**config.mk**
```make
export PLATFORM = sky130hd
export DESIGN_NAME = vend_dispense_arb
export DESIGN_NICKNAME = d
export VERILOG_FILES = /design/src/rtl/vend_pkg.sv /design/src/rtl/vend_rr_arb.sv /design/src/rtl/vend_dispense_arb.sv
export SDC_FILE = /design/constraint.sdc
export NUM_CORES = 1
export LEC_CHECK = 0
export CORE_ASPECT_RATIO = 1.75
export CORE_MARGIN = 2
export CORE_UTILIZATION = 50
export DETAILED_ROUTE_END_ITERATION = 10
export PLACE_DENSITY_LB_ADDON = 0.05
export SLEW_MARGIN = 10
export SYNTH_ARGS = -nofsm -noshare
export SYNTH_HDL_FRONTEND = slang
export SYNTH_HIERARCHICAL = 1
export SYNTH_SLANG_ARGS = --single-unit
```
**constraint.sdc**
```tcl
create_clock -name clk -period 3.15 [get_ports clk]
set_input_delay 0.63 -clock clk [delete_from_list [all_inputs] [get_ports clk]]
set_output_delay 0.63 -clock clk [all_outputs]
set_load 0.05 [all_outputs]
```
**src/rtl/vend_pkg.sv**
```systemverilog
// -----------------------------------------------------------------------------
// vend_pkg
// Shared definitions for the cola dispense arbiter:
//   - FSM state encoding (S_IDLE / S_DISPENSE / S_CHANGE) and the enum built on it
//   - coin value constants in 0.5-yuan units
//   - default price / dispenser time / change gap
//   - small constant helper used for counter sizing
// -----------------------------------------------------------------------------
package vend_pkg;

  localparam logic [1:0] S_IDLE     = 2'd0;
  localparam logic [1:0] S_DISPENSE = 2'd1;
  localparam logic [1:0] S_CHANGE   = 2'd2;

  typedef enum logic [1:0] {
    ST_IDLE     = S_IDLE,
    ST_DISPENSE = S_DISPENSE,
    ST_CHANGE   = S_CHANGE
  } state_e;

  // Coin values in 0.5-yuan credit units.
  localparam int unsigned COIN_HALF = 1;
  localparam int unsigned COIN_ONE  = 2;

  localparam int unsigned DEF_PRICE    = 5;
  localparam int unsigned DEF_DISP_CYC = 8;
  localparam int unsigned DEF_CHG_GAP  = 2;

  function automatic int unsigned max2(input int unsigned a, input int unsigned b);
    return (a > b) ? a : b;
  endfunction

endpackage

```
**src/rtl/vend_rr_arb.sv**
```systemverilog
// -----------------------------------------------------------------------------
// vend_rr_arb
// Purely combinational round-robin picker. Returns the first requesting
// station at or after the pointer, wrapping around. The pointer register lives
// in the parent so it only advances when a service actually completes.
// Ports:
//   req_i      in   N   request vector (one bit per station)
//   ptr_i      in   IW  index of the highest-priority station this cycle
//   gnt_o      out  N   one-hot grant (all zero when no request)
//   gnt_idx_o  out  IW  binary index of the granted station
//   gnt_vld_o  out  1   some station was granted
// -----------------------------------------------------------------------------
module vend_rr_arb
  import vend_pkg::*;
#(
  parameter int unsigned N  = 2,
  parameter int unsigned IW = (N > 1) ? $clog2(N) : 1
) (
  input  logic [N-1:0]  req_i,
  input  logic [IW-1:0] ptr_i,
  output logic [N-1:0]  gnt_o,
  output logic [IW-1:0] gnt_idx_o,
  output logic          gnt_vld_o
);

  // NOTE: every output gets a default at the top of the block so no path
  // leaves it unassigned; otherwise synthesis infers a latch.
  always_comb begin
    int unsigned j;
    gnt_o     = '0;
    gnt_idx_o = '0;
    gnt_vld_o = 1'b0;
    j         = 0;
    for (int unsigned k = 0; k < N; k++) begin
      j = (int'(ptr_i) + k) % N;
      if (!gnt_vld_o && req_i[j]) begin
        gnt_vld_o = 1'b1;
        gnt_o[j]  = 1'b1;
        gnt_idx_o = IW'(j);
      end
    end
  end

endmodule

```
**src/rtl/vend_dispense_arb.sv**
```systemverilog
// -----------------------------------------------------------------------------
// vend_dispense_arb
// Shares one cola dispenser and one change hopper between N_STATION coin
// stations. Each station accumulates credit in 0.5-yuan units; once credit
// reaches PRICE the station locks and waits for a round-robin grant. The
// served station gets DISP_CYC cycles of dispenser time, a 1-cycle cola
// pulse, then its surplus back as 0.5-yuan pulses spaced CHG_GAP idle cycles.
//
// Build option: define VEND_CANCEL_EN to add pi_cancel, which lets an unlocked
// station with credit ask for a full refund through the same arbitration
// (served straight from IDLE into CHANGE, no dispense).
//
// Ports:
//   clk            in   1  system clock
//   rst_n          in   1  synchronous reset, active-low
//   pi_coin_vld    in   N  1-cycle coin strobe per station
//   pi_coin_one    in   N  coin value when vld: 1 = 1.0 yuan, 0 = 0.5 yuan
//   pi_cancel      in   N  refund request (VEND_CANCEL_EN builds only)
//   po_coin_rej    out  N  1-cycle pulse: coin rejected (station locked)
//   po_disp_busy   out  1  dispenser running
//   po_cola        out  N  1-cycle dispense-complete pulse
//   po_back_money  out  N  1-cycle pulse per 0.5-yuan change unit
//   po_locked      out  N  station pending or being served
// -----------------------------------------------------------------------------
module vend_dispense_arb
  import vend_pkg::*;
#(
  parameter int unsigned N_STATION = 2,
  parameter int unsigned PRICE     = DEF_PRICE,
  parameter int unsigned DISP_CYC  = DEF_DISP_CYC,
  parameter int unsigned CHG_GAP   = DEF_CHG_GAP
) (
  input  logic                 clk,
  input  logic                 rst_n,
  input  logic [N_STATION-1:0] pi_coin_vld,
  input  logic [N_STATION-1:0] pi_coin_one,
`ifdef VEND_CANCEL_EN
  input  logic [N_STATION-1:0] pi_cancel,
`endif
  output logic [N_STATION-1:0] po_coin_rej,
  output logic                 po_disp_busy,
  output logic [N_STATION-1:0] po_cola,
  output logic [N_STATION-1:0] po_back_money,
  output logic [N_STATION-1:0] po_locked
);

  localparam int unsigned CW      = $clog2(PRICE + 2);
  localparam int unsigned IW      = (N_STATION > 1) ? $clog2(N_STATION) : 1;
  localparam int unsigned CNT_MAX = max2(DISP_CYC, CHG_GAP);
  localparam int unsigned CNTW    = $clog2(CNT_MAX + 1);

  localparam logic [CW-1:0]   PRICE_C    = CW'(PRICE);
  localparam logic [CNTW-1:0] DISP_END   = CNTW'(DISP_CYC);
  localparam logic [CNTW-1:0] DISP_LAST  = CNTW'(DISP_CYC - 1);
  localparam logic [CNTW-1:0] GAP_LOAD   = CNTW'(CHG_GAP);
  localparam logic [IW-1:0]   LAST_STN   = IW'(N_STATION - 1);

  // Per-station credit and lock state.
  logic [CW-1:0]        credit_q [N_STATION];
  logic [CW-1:0]        credit_d [N_STATION];
  logic [N_STATION-1:0] locked_q, locked_d;
  logic [N_STATION-1:0] refund_q, refund_d;
  logic [N_STATION-1:0] rej_q, rej_d;

  // Service FSM.
  state_e               state_q;
  logic [CNTW-1:0]      cnt_q;       // dispense length, then change gap
  logic [IW-1:0]        g_q;         // station being served
  logic [N_STATION-1:0] g_oh_q;
  logic [IW-1:0]        rr_q;
  logic                 busy_q;
  logic [N_STATION-1:0] cola_q;
  logic [N_STATION-1:0] back_q;

  logic [N_STATION-1:0] arb_gnt;
  logic [IW-1:0]        arb_idx;
  logic                 arb_vld;

  logic [CW-1:0]        g_credit;
  logic                 disp_exit;
  logic                 chg_pulse;
  logic                 svc_done;
  logic [IW-1:0]        rr_next;

  // A locked station is exactly a station waiting for (or in) service; only
  // IDLE acts on the grant, so no masking of the served station is needed.
  vend_rr_arb #(
    .N  (N_STATION),
    .IW (IW)
  ) u_arb (
    .req_i     (locked_q),
    .ptr_i     (rr_q),
    .gnt_o     (arb_gnt),
    .gnt_idx_o (arb_idx),
    .gnt_vld_o (arb_vld)
  );

  assign g_credit  = credit_q[g_q];
  assign disp_exit = (state_q == ST_DISPENSE) && (cnt_q == DISP_END);
  assign chg_pulse = (state_q == ST_CHANGE) && (cnt_q == '0) && (g_credit != '0);
  // Service ends when dispense leaves nothing to return, or on the cycle after
  // the change pulse that emptied the credit.
  assign svc_done  = (disp_exit && (g_credit == PRICE_C)) ||
                     ((state_q == ST_CHANGE) && (g_credit == '0));
  assign rr_next   = (g_q == LAST_STN) ? '0 : g_q + IW'(1);

  // ---------------------------------------------------------------------------
  // Credit / lock next-state. Coin handling uses the lock value of the strobe
  // cycle; the served station is always locked, so its coins are rejected and
  // the FSM-driven decrements never collide with a coin add.
  // ---------------------------------------------------------------------------
  always_comb begin
    for (int i = 0; i < N_STATION; i++) begin
      credit_d[i] = credit_q[i];
      locked_d[i] = locked_q[i];
      refund_d[i] = refund_q[i];
      rej_d[i]    = 1'b0;

      if (pi_coin_vld[i]) begin
        if (locked_q[i]) begin
          rej_d[i] = 1'b1;
        end else begin
          credit_d[i] = credit_q[i] + (pi_coin_one[i] ? CW'(COIN_ONE) : CW'(COIN_HALF));
        end
      end

`ifdef VEND_CANCEL_EN
      // Refund eligibility looks at the credit held before any same-cycle coin;
      // the coin itself is still accepted and becomes part of the refund.
      if (pi_cancel[i] && !locked_q[i] && (credit_q[i] != '0)) begin
        refund_d[i] = 1'b1;
        locked_d[i] = 1'b1;
      end
`endif

      if (!locked_q[i] && (credit_d[i] >= PRICE_C)) begin
        locked_d[i] = 1'b1;
      end

      if (IW'(i) == g_q) begin
        if (disp_exit) credit_d[i] = credit_q[i] - PRICE_C;
        if (chg_pulse) credit_d[i] = credit_q[i] - CW'(1);
        if (svc_done) begin
          locked_d[i] = 1'b0;
          refund_d[i] = 1'b0;
        end
      end
    end
  end

  // NOTE: the credit array is real architectural state (not a RAM), so every
  // entry is cleared on reset; leaving it unreset would let stale credit
  // survive a reset and trigger a free cola.
  always_ff @(posedge clk) begin
    if (!rst_n) begin
      for (int i = 0; i < N_STATION; i++) credit_q[i] <= '0;
      locked_q <= '0;
      refund_q <= '0;
      rej_q    <= '0;
    end else begin
      for (int i = 0; i < N_STATION; i++) credit_q[i] <= credit_d[i];
      locked_q <= locked_d;
      refund_q <= refund_d;
      rej_q    <= rej_d;
    end
  end

  // ---------------------------------------------------------------------------
  // Service FSM with registered outputs. The grant cycle moves to DISPENSE and
  // the busy output follows one edge later, so busy runs DISP_CYC cycles while
  // the state spends one extra cycle deciding where to exit.
  // ---------------------------------------------------------------------------
  // NOTE: all state and output registers use non-blocking assignments so every
  // register samples the pre-edge values, independent of statement order.
  always_ff @(posedge clk) begin
    if (!rst_n) begin
      state_q <= ST_IDLE;
      cnt_q   <= '0;
      g_q     <= '0;
      g_oh_q  <= '0;
      rr_q    <= '0;
      busy_q  <= 1'b0;
      cola_q  <= '0;
      back_q  <= '0;
    end else begin
      cola_q <= '0;
      back_q <= '0;
      unique case (state_q)
        ST_IDLE: begin
          busy_q <= 1'b0;
          cnt_q  <= '0;
          if (arb_vld) begin
            g_q     <= arb_idx;
            g_oh_q  <= arb_gnt;
            state_q <= ((refund_q & arb_gnt) != '0) ? ST_CHANGE : ST_DISPENSE;
          end
        end

        ST_DISPENSE: begin
          if (disp_exit) begin
            busy_q  <= 1'b0;
            cnt_q   <= '0;
            state_q <= svc_done ? ST_IDLE : ST_CHANGE;
            if (svc_done) rr_q <= rr_next;
          end else begin
            busy_q <= 1'b1;
            cola_q <= (cnt_q == DISP_LAST) ? g_oh_q : '0;
            cnt_q  <= cnt_q + CNTW'(1);
          end
        end

        ST_CHANGE: begin
          if (svc_done) begin
            state_q <= ST_IDLE;
            cnt_q   <= '0;
            rr_q    <= rr_next;
          end else if (chg_pulse) begin
            back_q <= g_oh_q;
            cnt_q  <= GAP_LOAD;
          end else begin
            cnt_q <= cnt_q - CNTW'(1);
          end
        end

        default: state_q <= ST_IDLE;
      endcase
    end
  end

  assign po_coin_rej   = rej_q;
  assign po_disp_busy  = busy_q;
  assign po_cola       = cola_q;
  assign po_back_money = back_q;
  assign po_locked     = locked_q;

endmodule

```
==> notes.md <==
Implementation results. The run finished with clean final reports. STA puts the critical path data arrival time at 1.60 ns. 0 antenna diodes ended up in the layout. Number of warnings in the stage logs landed at 31. Pin count of the biggest net entering global routing landed at 31.

Per the post-synthesis report, the nets total 210. STA classifies the critical path endpoint as a primary output. In this run the static leakage power is 0.722 nW.

The root buffer cell chosen for the clock tree is clkbuf_8. The number of antenna violations at the first check in global routing is 0. The library cells used most frequently in the layout, excluding fill and tap cells, are dfxtp_1 (26), inv_1 (19), nand2_1 (15). Number of instances resized during post-cts repair landed at 0.

Power density of the placed cells landed at 451 nW/um^2. For this run the detailed placement stage logged an HPWL of 2.60 mm. Count of maximum capacitance violations landed at 0. Number of cell instances after yosys synthesis landed at 191.

Area enclosed by the die boundary landed at 3710 sq um. Async set-or-reset flop fraction in the synthesized netlist landed at 0%. Count of filler cells inserted in the layout landed at 312. Maximum clock path buffer count landed at 2.

Summed negative setup slack over all endpoints landed at 0 ns. Site row count landed at 27. The cell count after synthesis came out at 191. Depth of the worst register-to-register path landed at 7. Antenna violation net count after detailed routing landed at 0. After detailed routing, the number of remaining DRC violations is 0. The worst setup path is launched from a flip-flop.

Measured along the x axis, the die boundary spans 46.9 microns. By instance count after routing, the leading logic cell type is dfxtp_1. Setup repair after global routing left no endpoint under its margin. Data required time at the worst endpoint landed at 2.52 ns. In this run the number of H-tree levels came out at 1. Number of search-and-repair iterations in the first detailed-routing pass landed at 4.

Setup clock skew after layout landed at 0.00424 ns. Final tally of hold violations landed at 0. Clock transition at the registers of the reported paths landed at 0.09 ns. In this run the mean area of a mapped cell was 8.44 sq um. Looking at hold timing, the worst path starts from g_oh_q[1].

Per-cell routed wire length landed at 13.7 microns. Max-slew headroom at the worst pin landed at 35.8%. Global routing finished with a remaining overflow of 0. The first global-routing pass estimated 6.01 mm of wire.

The critical path goes through clkdlybuf4s50_1. CTS added clock buffers totalling 3. Minimum clock period after layout landed at 2.23 ns. The timing report notes that buffer and inverter cells on the critical path total 1. The path with the worst hold slack has its endpoint at po_cola[1].

The commonest register cell is dfxtp_1. The detailed router placed 1399 vias in this run. The routed design has 3.37 mm of wire.

Clock latency reported for the late side of the worst-skew pair landed at 0.27 ns. Via-per-instance ratio landed at 5.69. According to the Yosys statistics, the synthesized design has a chip area of 1610 sq um. Yosys synthesis warning count landed at 6.

Share of post-route cells with drive strength above 1 landed at 6.40%. Largest fanout on the critical path landed at 8. Flop-to-flop setup slack landed at 1.06 ns. Number of buffers inserted by hold repair at cts landed at 0.

Between the synthesized netlist and the finished layout, the area growth was recorded as 14.5%. Count of cells along the worst hold path landed at 2. The via count of the first global-routing pass was 1387. Count of routing violations after the opening detailed-route iteration landed at 37.

Routability-driven placement finished with a final weighted congestion of 0.793. Before any placement, the netlist area is recorded as 1610 sq um. Area of the core landed at 3110 sq um.

The largest individual stage delay along the critical path comes from the cell clkdlybuf4s50_1. Number of max-slew violations in the final report landed at 0. According to the CTS report, the clock sink count is 26. Looking at the max-slew report, the worst-margin pin has a slew of 0.960 ns. TritonCTS built the clock tree. Number of buffers added on ports landed at 14.

In the global route stage, overall resource usage came out at 21.3%. The final critical path takes up 70.7% of the cycle. In this run, synthesis produced a sequential element count of 26. For this run, the register share of the synthesized area comes to 32.3%. Endpoints with negative setup slack in the final report add up to 0. Number of different library cells in the post-synthesis netlist landed at 50. The floorplan step set the die height to 79.1 microns. Maximum ir drop on the vdd rail landed at 0.443 mV. The startpoint identified for the worst register-to-register timing path is cnt_q[0].

For the worst reg-to-reg path, the endpoint reported by OpenROAD is credit_q[1][0]. STA reports the tightest min-delay check as being of type flip-flop to flip-flop. Peak clock frequency supported by timing landed at 449 MHz. Number of setup buffers added after CTS landed at 0. In this design, the largest share of critical-path delay is due to buffers and inverters.

Count of boundary I/O pins landed at 15. After the last flow step, the layout net total stands at 223. The floorplan step records an initial core utilization of 51.9%. Per the placement report, the placed cell count is 242. Non-filler instance count after layout landed at 246. Largest stage delay on the critical path landed at 0.86 ns. Yosys mapped a number of flops with a built-in enable equal to 0. For reference, the most critical setup path is categorized as flip-flop to primary output.
layer usage:
metal	up-vias	track usage [%]	wire, microns
li1	700	-	-
met1	670	23.8	1350
met2	20	37.5	1880
met3	9	2.50	66
met4	0	10.0	72
met5	-	0	0
worst max-delay path by stage:
| stage | startpoint | end | cells after the start |
|---|---|---|---|
| finish | po_locked[1] | po_locked[1] | 1 |
| global route | cnt_q[0] | credit_q[0][0] | 7 |
| CTS | po_locked[1] | po_locked[1] | 1 |
| detailed placement | pi_coin_one[1] | po_locked[1] | 8 |
| global placement | pi_coin_one[1] | credit_q[1][1] | 6 |
| floorplan | pi_coin_one[1] | credit_q[1][1] | 5 |
cell families after synthesis:
group | after synthesis | synth area share [%]
AND-OR/OR-AND | 45 | 19.7
XOR/XNOR | 4 | 2.17
adder cells (fa/ha/maj) | 13 | 11.0
buffers and inverters | 25 | 6.37
flip-flops | 26 | 32.3
multiplexers | 3 | 1.86
AND/OR/NAND/NOR | 75 | 26.6
sequential cells by signal (all words and copies together) (netlist names), named ones only:
name / cells
credit_q: 6
cnt_q: 4
g_oh_q: 2
po_back_money: 2
po_coin_rej: 2
po_cola: 2
po_locked: 2
state_q: 2
g_q: 1
po_disp_busy: 1
rr_q: 1
synthesized netlist by cell type (all sizes together) (5+ instances only):
cell type / number / area (sq um)
a21boi: 11 / 82.6
a21oi: 9 / 48.8
and3: 7 / 43.8
dfxtp: 26 / 521
ha: 11 / 138
inv: 19 / 71.3
nand2: 16 / 62.6
nand3: 9 / 45.0
nor2: 14 / 52.6
nor2b: 7 / 43.8
o21ai: 5 / 25.0
o31ai: 5 / 37.5
per-stage QoR:
| step | setup slack, ns | area, sq um | total power [W] | util (%) | hold slack (ns) |
|---|---|---|---|---|---|
| 6_report | 0.922 | 1850 | 0.000832 | 59.4 | 0.443 |
| 3_5_place_dp | 0.698 | 1770 | 0.000565 | 57.1 | 0.431 |
| 5_1_grt | 0.804 | 1850 | 0.000880 | 59.4 | 0.478 |
| 2_1_floorplan | 1.31 | 1610 | 0.000512 | - | 0.417 |
| 4_1_cts | 0.903 | 1850 | 0.000840 | 59.4 | 0.445 |
| 3_3_place_gp | 0.735 | 1770 | 0.000557 | 57.1 | 0.433 |
where the power goes:
group	total [W]	internal, W	switching, W	leakage, nW
clock	0.000276	0.000170	0.000106	0.0357
combinational	0.000189	0.0000803	0.000109	0.476
sequential	0.000367	0.000345	0.0000221	0.211
total	0.000832	0.000596	0.000237	0.722
final cells by class:
type / count / area [sq um] / share of cell area [%]
clock buffer: 3 / 41.3 / 2.24
clock inverter: 1 / 30.0 / 1.63
inverter: 19 / 71.3 / 3.86
multi-input combinational: 140 / 988 / 53.6
sequential: 26 / 520 / 28.2
tap: 43 / 53.8 / 2.92
timing repair buffer: 14 / 140 / 7.59
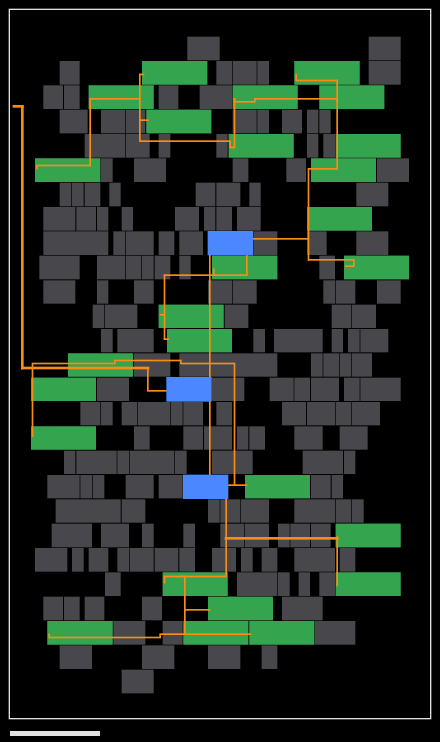
*Clock wires, drivers and flops*
The bar under the picture is 10 microns long.
- cells driving clock nets: blue (count 3)
- flip-flops: green (count 26)
- clock wires: orange (length 317 microns)
- routed clock nets: 4
- flops lie: all over the die

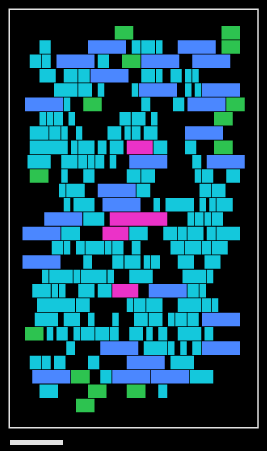
*Cell classes on the final placement*
The bar under the picture is 10 microns long.
- clock drivers and dummy loads: magenta (cells 4)
- flip-flops: blue (cells 26)
- all other logic: cyan (cells 159)
- other buffers and delay cells: green (cells 14)
Util after Layout: 59.4%
sequential share of cell area: 28.2%

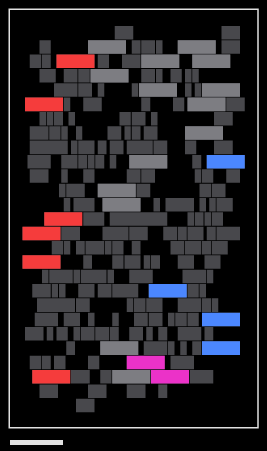
*Sequential cells grouped by signal name*
The bar under the picture is 10 microns long.
- state_q: magenta (flops 2)
- credit_q: red (flops 6)
- cnt_q: blue (flops 4)
- not colored: 14

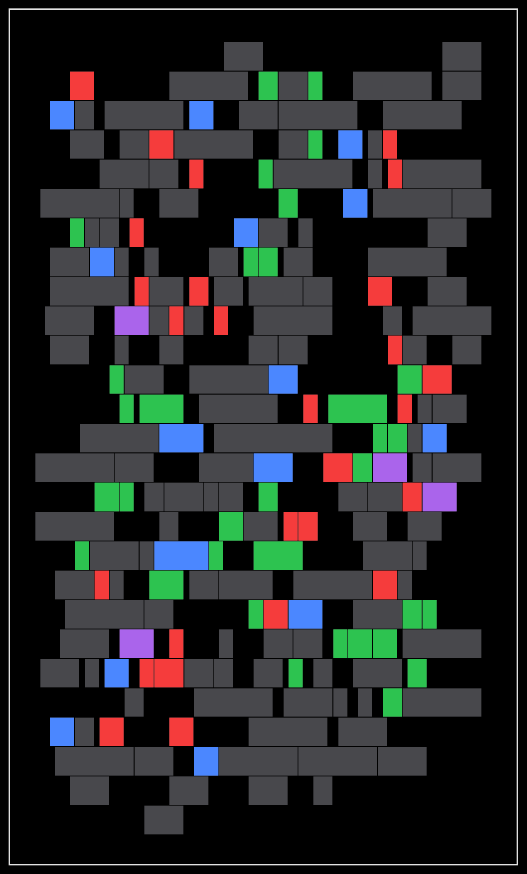
*Selected gate families*
- XOR/XNOR gates: purple (cells 4)
- AND and OR gates: blue (cells 15)
- NAND gates: green (cells 33)
- NOR gates: red (cells 27)

Power and IR drop assume default switching activity.
